### src/rtl/keypad_scanner_if.sv
// Keypad scanner bus: matrix lines plus the debounced key report.
//   row_in    : keypad rows, active-low, asynchronous to the scan clock
//   col_out   : keypad columns, active-low one-cold
//   key_code  : last accepted key, row*4 + col
//   key_valid : one-cycle pulse when key_code updates
//   key_down  : high from accepted press until accepted release
// master = the scanner, slave = keypad/consumer side.
interface keypad_scanner_if;
  logic [3:0] row_in;
  logic [3:0] col_out;
  logic [3:0] key_code;
  logic       key_valid;
  logic       key_down;

  modport master (
    input  row_in,
    output col_out, key_code, key_valid, key_down
  );

  modport slave (
    output row_in,
    input  col_out, key_code, key_valid, key_down
  );
endinterface

### src/rtl/keypad_scanner.sv
// 4x4 matrix keypad scanner. Drives one column low at a time, samples the
// synchronized rows at the end of each column dwell, debounces a press and
// its release, and reports one key code per press.
//   divided_clk : scan clock, rising edge
//   rst_n       : asynchronous active-low reset
//   bus         : keypad_scanner_if.master (rows in, columns and key report out)
//
// state    | meaning
// ---------+-----------------------------------------------------------
// SCAN     | walk columns, sample rows at the last dwell cycle
// DEBOUNCE | column frozen, require a stable captured row pattern
// HOLD     | key accepted, column frozen, wait for a stable release
module keypad_scanner #(
  parameter int DWELL           = 4,
  parameter int DEBOUNCE_CYCLES = 4
) (
  input  logic              divided_clk,
  input  logic              rst_n,
  keypad_scanner_if.master  bus
);

  localparam int MAXP = (DWELL > DEBOUNCE_CYCLES) ? DWELL : DEBOUNCE_CYCLES;
  localparam int CW   = (MAXP > 1) ? $clog2(MAXP) : 1;

  typedef enum logic [1:0] {SCAN, DEBOUNCE, HOLD} state_t;

  state_t        state, state_nxt;
  logic [3:0]    sync1, row_s;
  logic [CW-1:0] dwell_cnt, dwell_nxt;
  logic [CW-1:0] deb_cnt, deb_nxt;
  logic [1:0]    col_idx, col_nxt;
  logic [1:0]    cap_row, cap_row_nxt;
  logic [3:0]    cap_pat, cap_pat_nxt;
  logic [3:0]    key_code_r, code_nxt;
  logic          key_valid_r, valid_nxt;
  logic          key_down_r, down_nxt;
  logic [1:0]    low_row;

  always_ff @(posedge divided_clk or negedge rst_n) begin
    if (!rst_n) begin
      sync1 <= 4'b1111;
      row_s <= 4'b1111;
    end else begin
      sync1 <= bus.row_in;
      row_s <= sync1;
    end
  end

  // Lowest-numbered pressed row wins when several rows are low.
  always_comb begin
    low_row = 2'd0;
    for (int i = 3; i >= 0; i--) begin
      if (!row_s[i]) low_row = 2'(i);
    end
  end

  always_ff @(posedge divided_clk or negedge rst_n) begin
    if (!rst_n) begin
      state       <= SCAN;
      dwell_cnt   <= '0;
      deb_cnt     <= '0;
      col_idx     <= 2'd0;
      cap_row     <= 2'd0;
      cap_pat     <= 4'b1111;
      key_code_r  <= 4'h0;
      key_valid_r <= 1'b0;
      key_down_r  <= 1'b0;
    end else begin
      state       <= state_nxt;
      dwell_cnt   <= dwell_nxt;
      deb_cnt     <= deb_nxt;
      col_idx     <= col_nxt;
      cap_row     <= cap_row_nxt;
      cap_pat     <= cap_pat_nxt;
      key_code_r  <= code_nxt;
      key_valid_r <= valid_nxt;
      key_down_r  <= down_nxt;
    end
  end

  always_comb begin
    state_nxt   = state;
    dwell_nxt   = dwell_cnt;
    deb_nxt     = deb_cnt;
    col_nxt     = col_idx;
    cap_row_nxt = cap_row;
    cap_pat_nxt = cap_pat;
    code_nxt    = key_code_r;
    valid_nxt   = 1'b0;
    down_nxt    = key_down_r;
    case (state)
      SCAN: begin
        if (dwell_cnt == CW'(DWELL - 1)) begin
          dwell_nxt = '0;
          if (row_s == 4'b1111) begin
            col_nxt = col_idx + 2'd1;
          end else begin
            cap_row_nxt = low_row;
            cap_pat_nxt = row_s;
            deb_nxt     = '0;
            state_nxt   = DEBOUNCE;
          end
        end else begin
          dwell_nxt = dwell_cnt + CW'(1);
        end
      end
      DEBOUNCE: begin
        if (row_s == cap_pat) begin
          if (deb_cnt == CW'(DEBOUNCE_CYCLES - 1)) begin
            code_nxt  = {cap_row, col_idx};
            valid_nxt = 1'b1;
            down_nxt  = 1'b1;
            deb_nxt   = '0;
            state_nxt = HOLD;
          end else begin
            deb_nxt = deb_cnt + CW'(1);
          end
        end else begin
          // Bounce: give up on this column and keep scanning.
          col_nxt   = col_idx + 2'd1;
          dwell_nxt = '0;
          deb_nxt   = '0;
          state_nxt = SCAN;
        end
      end
      HOLD: begin
        // Only an all-high run counts as release; other row changes in the
        // frozen column (second key, partial release) just restart the run.
        if (row_s == 4'b1111) begin
          if (deb_cnt == CW'(DEBOUNCE_CYCLES - 1)) begin
            down_nxt  = 1'b0;
            col_nxt   = col_idx + 2'd1;
            dwell_nxt = '0;
            deb_nxt   = '0;
            state_nxt = SCAN;
          end else begin
            deb_nxt = deb_cnt + CW'(1);
          end
        end else begin
          deb_nxt = '0;
        end
      end
      default: begin
        state_nxt = SCAN;
        dwell_nxt = '0;
        deb_nxt   = '0;
      end
    endcase
  end

  assign bus.col_out   = ~(4'b0001 << col_idx);
  assign bus.key_code  = key_code_r;
  assign bus.key_valid = key_valid_r;
  assign bus.key_down  = key_down_r;

endmodule

### src/flat_wrapper.sv
// flat-port wrapper written by rule: the top's interface ports become plain ports
module keypad_scanner_flat 
#(
  parameter int DWELL           = 4,
  parameter int DEBOUNCE_CYCLES = 4
)
  (divided_clk, rst_n, bus_row_in, bus_col_out, bus_key_code, bus_key_valid, bus_key_down);
  keypad_scanner_if bus_i ();
  input  logic divided_clk;
  input  logic rst_n;
  input wire logic [$bits(bus_i.row_in)-1:0] bus_row_in;
  output wire logic [$bits(bus_i.col_out)-1:0] bus_col_out;
  output wire logic [$bits(bus_i.key_code)-1:0] bus_key_code;
  output wire logic [$bits(bus_i.key_valid)-1:0] bus_key_valid;
  output wire logic [$bits(bus_i.key_down)-1:0] bus_key_down;
  assign bus_i.row_in = bus_row_in;
  assign bus_col_out = bus_i.col_out;
  assign bus_key_code = bus_i.key_code;
  assign bus_key_valid = bus_i.key_valid;
  assign bus_key_down = bus_i.key_down;
  keypad_scanner #(.DWELL(DWELL), .DEBOUNCE_CYCLES(DEBOUNCE_CYCLES)) u_core (.divided_clk(divided_clk), .rst_n(rst_n), .bus(bus_i));
endmodule
### config.mk
export PLATFORM = sky130hd
export DESIGN_NAME = keypad_scanner_flat
export DESIGN_NICKNAME = d
export VERILOG_FILES = /design/src/rtl/keypad_scanner_if.sv /design/src/rtl/keypad_scanner.sv /design/src/flat_wrapper.sv
export SDC_FILE = /design/constraint.sdc
export NUM_CORES = 1
export LEC_CHECK = 0
export CAP_MARGIN = 5
export CELL_PAD_IN_SITES_DETAIL_PLACEMENT = 1
export CELL_PAD_IN_SITES_GLOBAL_PLACEMENT = 2
export CORE_MARGIN = 5
export CORE_UTILIZATION = 45
export DETAILED_ROUTE_END_ITERATION = 6
export DONT_BUFFER_PORTS = 1
export GPL_TIMING_DRIVEN = 0
export PLACE_DENSITY_LB_ADDON = 0.2
export SYNTH_ARGS = -nofsm -noshare
export SYNTH_HDL_FRONTEND = slang
export SYNTH_SLANG_ARGS = --single-unit
### constraint.sdc
create_clock -name divided_clk -period 5.8 [get_ports divided_clk]
set_clock_uncertainty 0.1 [all_clocks]
set_input_delay 1.16 -clock divided_clk [delete_from_list [all_inputs] [get_ports divided_clk]]
set_output_delay 1.16 -clock divided_clk [all_outputs]
set_load 0.05 [all_outputs]
==> reports/results.ini, run 1 <==
[run_status]
status=complete, no violations

[logic_synthesis]
logic_family=multiplexers
topCellsByArea=dfrtp_1 (29%), dfstp_2 (23%), ha_1 (10%)
synth_area_um2=1360
xor_area_share_pct=3.22
mux_share_pct=11.4
ys_sh_adder_pct=10.1
yosysTopAreaCell=dfrtp_1
yosys_area_um2=1360
synth_cell_types=30

[placed_design]
placed_area_um2=1400
port-buffer-count=0

[clocking]
clk_latency_ns=0.33

[grt]
grt_start_max_net_pins=29
grt_pass1_wl_um=4170
grt_pass1_vias=909

[final_timing]
worst_slew_pin_slew_ns=0.554
final-max-slew-violation-count=0
rsz0062_at_grt=false

[layout]
fin_area_um2=1450
layout_top_cells=dfrtp_1 (16), inv_1 (12), mux2_2 (12), dfstp_2 (12), ha_1 (11)
final_nets=129
area_growth_syn_to_layout_pct=6.53

[setup_path]
endpoint=bus_col_out[0]
r2r_start=u_core.row_s[0]

[power]
p_total_uw=671
p_comb_share_pct=38.7
clkPwrFrac_pct=16.7
seq_power_share_pct=44.6
comb_power_uw=259

[route]
firstDrtPassIters=4
drc_errors=0

[run]
warnings=33

-- run 1: through the flow --
stage | util, % | instances | hold WS (ns) | worst slack [ns]
after global placement | 47.1 | 140 | 0.247 | 3.55
after global routing | 48.7 | 144 | 0.272 | 3.04
after detailed placement | 47.1 | 140 | 0.247 | 3.54
after CTS | 48.7 | 144 | 0.268 | 3.13
final | 48.7 | 144 | 0.267 | 3.16
after floorplan | - | 107 | 0.245 | 3.60
-- run 1: layer usage --
metal / share of wire (%) / vias up
li1: - / 373
met1: 43 / 408
met2: 49 / 24
met3: 5.7 / 6
met4: 2.3 / 0
met5: 0 / -
-- run 1: cells in the mapped netlist --
cell and count:
a2111oi_4 1, a21boi_0 3, a21oi_1 2, a22o_1 1, a22oi_1 1, a2bb2oi_1 2, a31oi_1 1, and3_1 1
and4_1 1, clkbuf_1 1, dfrtp_1 16, dfstp_2 12, ha_1 11, inv_1 12, mux2_2 12, mux2i_1 2
nand2_1 5, nand2b_1 2, nand3_1 2, nand3_2 1, nand4_1 1, nor2_1 2, nor2b_1 2, nor3b_1 1
nor4_4 1, o21ai_0 4, o31ai_1 1, or4b_2 1, xnor2_1 1, xor2_1 4
-- run 1: state kept, by name, summed over array words and instances (netlist names) --
register	count
u_core.bus.key_down	1
u_core.state	2
u_core.bus.key_valid	1
u_core.cap_pat	4
u_core.sync1	4
u_core.deb_cnt	2
u_core.bus.key_code	4
u_core.cap_row	2
u_core.dwell_cnt	2
u_core.row_s	4
u_core.col_idx	2
-- run 1: area by class of cell --
class                      count  area, um2
buffer                         1       3.75
clock buffer                   4       47.5
fill                         320       1530
inverter                      12       45.0
multi-input combinational     66        596
sequential                    28        716
tap                           33       41.3
-- run 1: critical path, stage by stage (launching register included) --
cell	delay, ns
dfrtp_1	0.43
inv_1	0.10
ha_1	0.20
inv_1	0.32
Fig. 1: run 1, PDN straps and rails
Pins as bars on the die edge. Tap cells in gray.
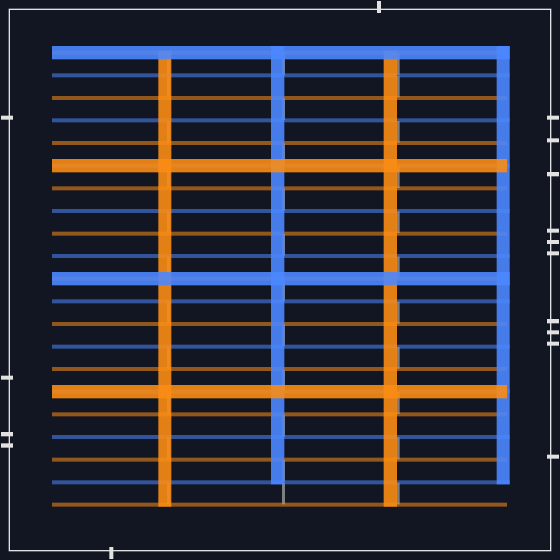
VSS: in orange. VDD: in blue.
The core has 20 rows. 4 straps on met4. 4 straps on met5. 16 signal pins sit on the boundary. 21 met1 rails follow the rows.
Die H: 65.0 um
Chip Width: 65.0 um
core box area: 2980 um2
worst vdd ir: 159 uV

Fig. 2: run 1, signal wires on met2
Scale bar: 20 um.
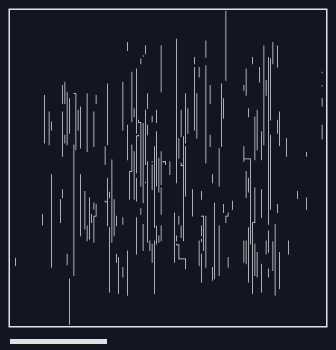
The layer holds 49% of the routed length. The longest straight run is 34.3 um.
drt total wl: 2280 um
grt met2 use: 21.6%
total number of vias: 811

Fig. 3: run 1, cell outlines without signal wires
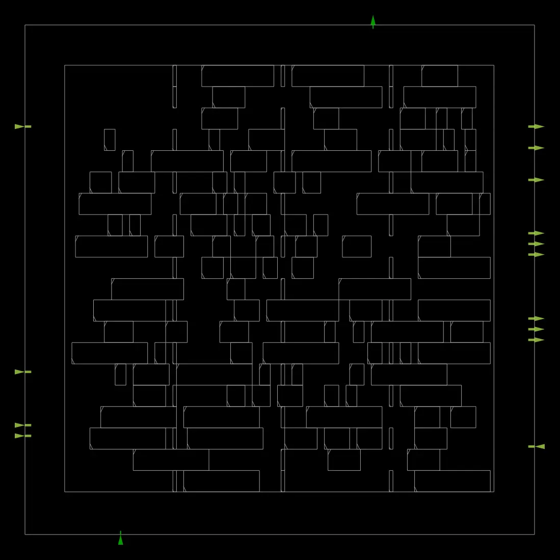
num rows: 20
Filler Cell Count: 320

==> run 2: changes to the inputs <==
--- a/config.mk
+++ b/config.mk
@@ -9,7 +9,7 @@
 export CELL_PAD_IN_SITES_DETAIL_PLACEMENT = 1
 export CELL_PAD_IN_SITES_GLOBAL_PLACEMENT = 2
 export CORE_MARGIN = 5
-export CORE_UTILIZATION = 45
+export CORE_UTILIZATION = 42
 export DETAILED_ROUTE_END_ITERATION = 6
 export DONT_BUFFER_PORTS = 1
 export GPL_TIMING_DRIVEN = 0
==> constraint.sdc (replaced) <==
create_clock -name divided_clk -period 2.6 [get_ports divided_clk]
set_clock_uncertainty 0.1 [all_clocks]
set_input_delay 0.52 -clock divided_clk [delete_from_list [all_inputs] [get_ports divided_clk]]
set_output_delay 0.52 -clock divided_clk [all_outputs]
set_load 0.05 [all_outputs]
Fig. 4: run 2, PDN straps and rails
Pins as bars on the die edge. Tap cells in gray.
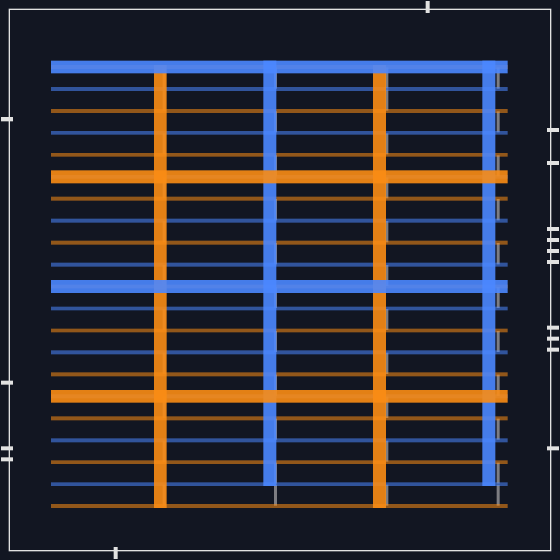
VSS: in orange. VDD: in blue.
44 tap cells. 16 signal pins sit on the boundary. The core has 20 rows.
Chip Width: 66.9 um
worst vdd ir: 401 uV
core box area: 3080 um2
Die H: 66.9 um

Fig. 5: run 2, placement by cell class
Scale bar: 20 um. Fill, decap, tap and diode cells in gray.
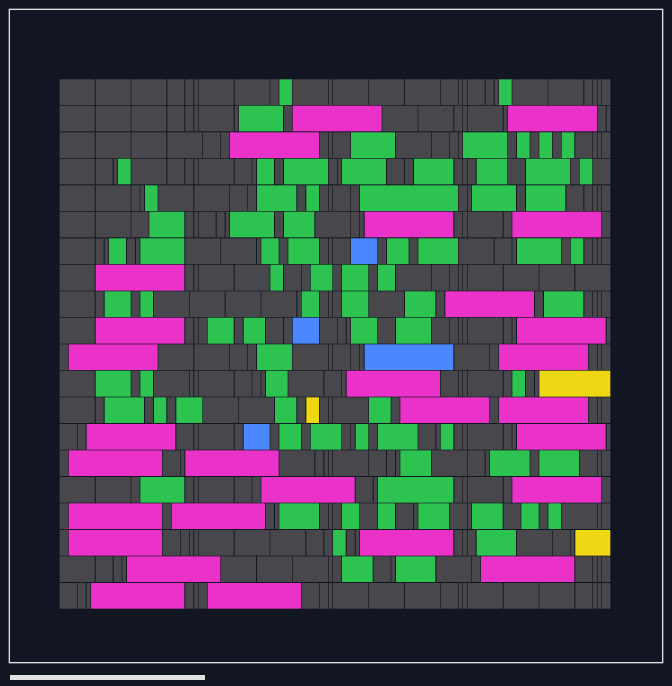
other buffers and delay cells: in yellow, cells 3, share of their area 2.3%. combinational and other logic: in green, cells 78, share of their area 45%. clock drivers and dummy loads: in blue, cells 4, share of their area 3.3%. flops: in magenta, cells 28, share of their area 50%.
Layout Utilization: 48.5%
flop share of the area: 47.9%
fin area: 1490 um2

Fig. 6: run 2, clock network drawn from the DEF
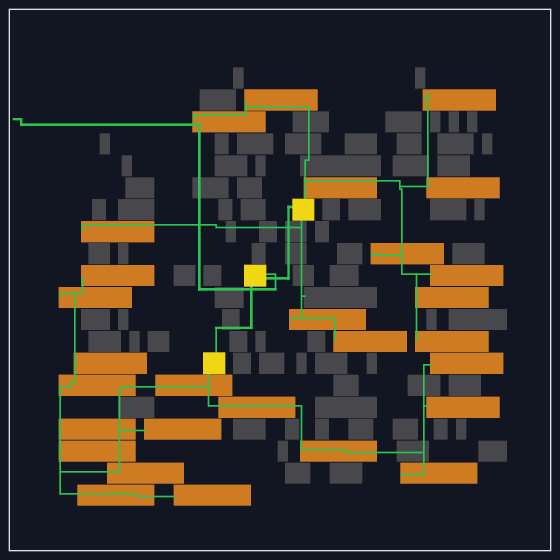
clock drivers: in yellow, count 3. flip-flops: in orange, count 28. clock wires: in green, length 360 um.
There are 4 routed clock nets.
P_clk: 252 uW
clock network power share: 16.7%

==> run 2 against run 1 <==
Net effect:
- die area rose by 6.0%
- utilization fell by 0.16 points
- register-to-register slack worse by 3.2 ns
- combinational power rose by 130%
- worst hold slack got worse by 0.20 ns
- sequential cell count stayed put
- clock-buffer cell count did not move
- largest cell class unchanged
- power increased by 120%
- synthesized cell count unchanged
- non-clock buffer count is 2 higher
==> reports/results.ini, run 2 <==
[run_status]
status=complete, no violations

[logic_synthesis]
ys_top_cells_by_count=dfrtp_1 (16), dfstp_2 (12), inv_1 (12), mux2_2 (12), ha_1 (11)
async_flop_share_pct=100  ; unchanged
edf_count=0  ; unchanged
top_cell=dfrtp_1
synth_area_um2=1360  ; unchanged
synth_cell_types=30  ; unchanged
flop_cell=dfrtp_1
topCellsByArea=dfrtp_1 (29%), dfstp_2 (23%), ha_1 (10%)
yosys_area_um2=1360  ; unchanged

[setup_path]
cp_cell_sequence=and4_1, a21boi_0, a2111oi_4, mux2_2
cpMaxStageDelayCell=dfstp_2
critPathBufInv=0  ; -2
slowest_delay_ns=0.62  ; +0.19 ns

[final_timing]
setup_ws_ns=0.542  ; -2.62 ns
worst_slew_pin_slew_ns=0.547  ; -0.00731 ns

[route]
drt_wl_total_um=2200  ; -3.7%
drc_errors=0  ; unchanged
firstDrtPassIters=4  ; unchanged
met3WireLength_um=105  ; -19%

[placed_design]
port-buffer-count=0  ; unchanged
preCtsSetupSlack_ns=0.541  ; -2.99 ns
post-place-cells=151  ; +7.9%

[power]
p_comb_share_pct=38.9  ; +0.2 points
seq_power_share_pct=44.3  ; -0.3 points
comb_power_uw=587  ; +130%

[layout]
final_cell_count_no_fill=157  ; +9.0%
final_nets=131  ; +1.6%
layout_top_cells=dfrtp_1 (16), inv_1 (12), mux2_2 (12), dfstp_2 (12), ha_1 (11)

[grt]
grt_pass1_vias=853  ; -6.2%
grt_pass1_wl_um=3960  ; -5.0%
grt_use_met2_pct=19.4  ; -2.2 points

[run]
warnings=33  ; unchanged

[floorplan]
num_rows=20  ; unchanged

run 2: netlist changes by cell type in the layout (fill, tap and decap cells not counted):
cell           change
dlygate4sd3_1      +1
buf_12             +1
run 2: cells by family (layout without fill, tap and decap cells):
family | after synthesis | count (layout) | share of synthesized area, %
and+or+nand+nor | 20 | 20 | 9.66
buffers and inverters | 13 | 19 | 3.59
xor gates and xnor gates | 5 | 5 | 3.22
DFF | 28 | 28 | 52.6
muxes | 14 | 14 | 11.4
adders and majority gates | 11 | 11 | 10.1
AOI/OAI and AO/OA | 16 | 16 | 9.38
run 2: final timing paths:
path                                        endpoint  cells after the start             from  slack, ns
max in group asynchronous            u_core.sync1[0]                      2            rst_n       1.66
worst max-delay path               u_core.col_idx[1]                      4  u_core.row_s[1]       0.54
worst max register to register     u_core.col_idx[1]                      4  u_core.row_s[1]       0.54
worst min register to register       u_core.row_s[1]                      0  u_core.sync1[1]       0.27
min in group asynchronous       u_core.bus.key_valid                      2            rst_n       0.50
worst min-delay path                 u_core.sync1[0]                      0    bus_row_in[0]       0.06
run 2: stage by stage:
step	area [um2]	utilization [%]	power [uW]
floorplan	1360	-	1170
global placement	1420	46.0	1240
detailed placement	1420	46.0	1260
CTS	1490	48.5	1530
global route	1490	48.5	1620
finish	1490	48.5	1510
run 2: final cells by class:
type                       count  area [um2]
tap                           44        55.1
fill                         330        1590
buffer                         1        3.75
clock buffer                   4        47.5
timing repair buffer           2        30.0
inverter                      12        45.0
multi-input combinational     66         596
sequential                    28         716
run 2: worst register-to-register path, stage by stage, from the launching register on:
cell	delay (ns)
dfstp_2	0.62
and4_1	0.26
a21boi_0	0.20
a2111oi_4	0.42
mux2_2	0.38
run 2: timing repair:
action / CTS / global route
hold endpoints to repair: 28 / 0
hold buffers: 2 / 0
setup endpoints to repair: 0 / 0
==> run 3: changes to the inputs <==
==> constraint.sdc (replaced) <==
create_clock -name divided_clk -period 2 [get_ports divided_clk]
set_clock_uncertainty 0.1 [all_clocks]
set_input_delay 0.4 -clock divided_clk [delete_from_list [all_inputs] [get_ports divided_clk]]
set_output_delay 0.4 -clock divided_clk [all_outputs]
set_load 0.05 [all_outputs]
Fig. 7: run 3, clock network drawn from the DEF
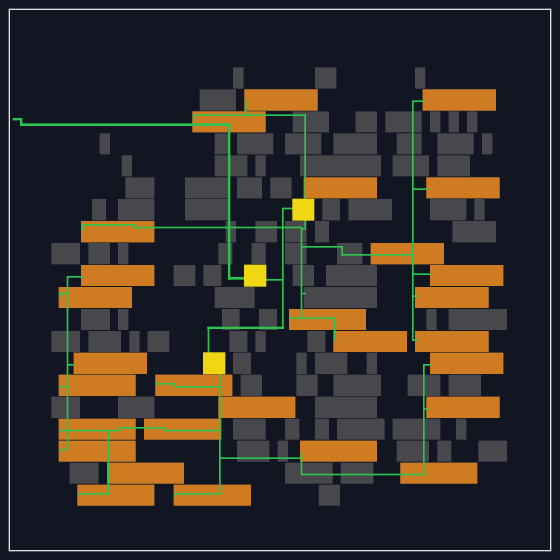
clock wires: in green, length 344 um. clock drivers: in yellow, count 3. flip-flops: in orange, count 28.
There are 4 routed clock nets.
P_clk: 323 uW
clock network power share: 15.3%
Clock Latency Late Sink: 0.33 ns

Fig. 8: run 3, cell outlines without signal wires
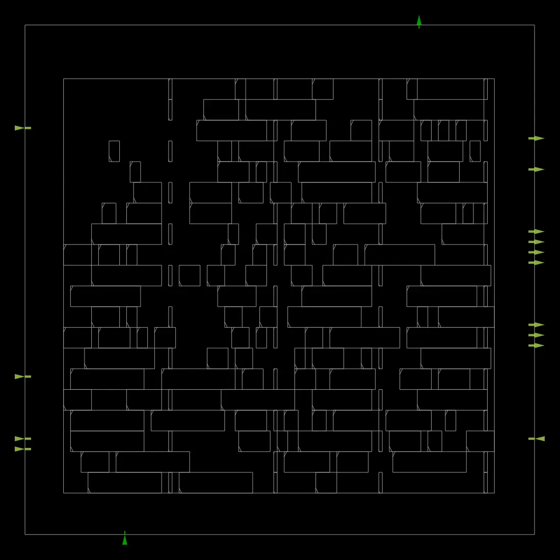
Layout Utilization: 53.6%
TAP cells: 44
flop count: 28
flop share of the area: 43.4%

==> run 3 against run 2 <==
Net effect:
- register-to-register slack lost 0.46 ns
- die area is the same
- sequential cell count is the same
- critical endpoint unchanged
- worst hold slack gained 0.20 ns
- utilization grew 5.1 points
- setup slack lost 0.46 ns
- sequential power grew 32%
- critical path depth is the same
- design area grew 10%
- sequential share of layout area shrank 4.5 points
- non-clock buffer count grew 11
- global-route usage grew 0.65 points
==> reports/results.ini, run 3 <==
[floorplan]
die-width_um=66.9  ; unchanged
chipArea_um2=4480
num_rows=20  ; unchanged
core-area_um2=3080  ; unchanged
die_h_um=66.9  ; unchanged

[min_path]
whs_endpoint=u_core.row_s[3]
whs_path_depth=0  ; unchanged

[layout]
final_cell_count_no_fill=168  ; +7.0%
layout_top_cells=dfrtp_1 (16), inv_1 (12), dfstp_2 (12), ha_1 (10), mux2_2 (9)
final_nets=142  ; +8.4%

[route]
drc_errors=0  ; unchanged
met3WireLength_um=116  ; +10%
ant_nets=0
drt_wl_total_um=2430  ; +11%
firstDrtPassIters=4  ; unchanged

[power]
p_comb_share_pct=43.0  ; +4.1 points
vdd_drop_max_uv=517  ; +29%
seq_power_share_pct=41.7  ; -2.6 points

[logic_synthesis]
synth_area_um2=1360  ; unchanged
yosysTopAreaCell=dfrtp_1
syn_nets=124
edf_count=0  ; unchanged
flop_cell=dfrtp_1
top_cell=dfrtp_1
yosys_area_um2=1360  ; unchanged

[final_timing]
worst_slew_pin_slew_ns=0.524  ; -0.0229 ns
setup-violations-final=0
setup_ws_ns=0.0828  ; -0.460 ns

[placed_design]
port-buffer-count=0  ; unchanged
post-place-cells=151  ; unchanged
preCtsSetupSlack_ns=-0.0591  ; -0.600 ns

[setup_path]
crit_start=u_core.row_s[2]
r2r-end=u_core.col_idx[1]
reg2reg_slack_ns=0.08  ; -0.46 ns
slowest_delay_ns=0.62  ; about the same
r2r_start=u_core.row_s[2]
cpMaxStageDelayCell=dfstp_2
reg2regPathDepth=4  ; unchanged
endpoint=u_core.col_idx[1]
cp_cell_sequence=and4_4, a21boi_1, a2111oi_4, mux2_4

[run_status]
status=complete, no violations

[grt]
grt_pass1_wl_um=4180  ; +5.6%
grt_pass1_vias=911  ; +6.8%
grt_overflow=0

[clocking]
path_clk_slew_ns=0.16

[run]
warnings=34  ; +3.0%

Fig. 9: run 3, placement by cell class
Scale bar: 20 um. Fill, decap, tap and diode cells in gray.
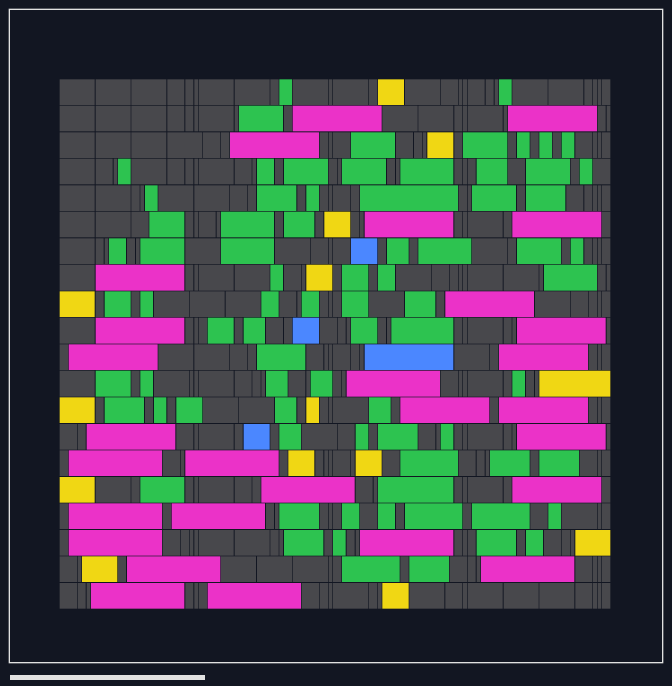
other buffers and delay cells: in yellow, cells 14, share of their area 7.9%. combinational and other logic: in green, cells 78, share of their area 44%. flops: in magenta, cells 28, share of their area 45%. clock drivers and dummy loads: in blue, cells 4, share of their area 3.0%.
fin area: 1650 um2

## run 3: area by class of cell
class                   instances  area (um2)
fillers                       320        1430
flip-flops and latches         28         716
plain buffers                   1        3.75
clock buffers                   4        47.5
multi-input cells              66         659
well taps                      44        55.1
repair buffers                 13         123
inverters                      12        45.0
## run 3: metal layers
layer	GRT usage, %	vias up
met1	14.9	419
li1	-	398
met4	4.56	0
met3	3.20	2
met2	21.7	21
met5	0	-
## run 3: power groups by stage
stage | clock (uW) | combinational (uW) | sequential (uW)
2_1_floorplan | 0 | 663 | 853
3_3_place_gp | 0 | 734 | 875
3_5_place_dp | 0 | 758 | 885
4_1_cts | 340 | 833 | 871
5_1_grt | 364 | 997 | 905
6_report | 323 | 910 | 882
## run 3: logic make-up (layout without fill, tap and decap cells)
family,count (synthesis),in the layout,synth area share (%)
fa+ha+maj,11,11,10.1
mux,14,14,11.4
xor+xnor,5,5,3.22
flops,28,28,52.6
buf+inv,13,30,3.59
simple gates,20,20,9.66
compound gates,16,16,9.38
## run 3: through the flow
stage	total power (uW)	instance area, um2	hold slack [ns]	utilization (%)
6_report	2110	1650	0.267	53.6
5_1_grt	2270	1650	0.273	53.6
4_1_cts	2040	1570	0.268	51.1
3_5_place_dp	1640	1420	0.00519	46.0
3_3_place_gp	1610	1420	0.00506	46.0
2_1_floorplan	1520	1360	0.00441	-
## run 3: critical path, delay by kind of cell, from the launching register on
| family | cells | cell delay [ns] |
|---|---|---|
| DFF | 1 | 0.62 |
| AOI/OAI and AO/OA | 2 | 0.51 |
| muxes | 1 | 0.33 |
| and+or+nand+nor | 1 | 0.26 |
## run 3: what timing repair did
action	4_1_cts	5_1_grt
setup buffers	4	3
endpoints found under the hold margin	32	0
hold buffers	6	0
pin swaps	1	4
gates cloned	0	0
resized	3	10
setup endpoints to repair	8	10
Power and IR drop assume default switching activity.
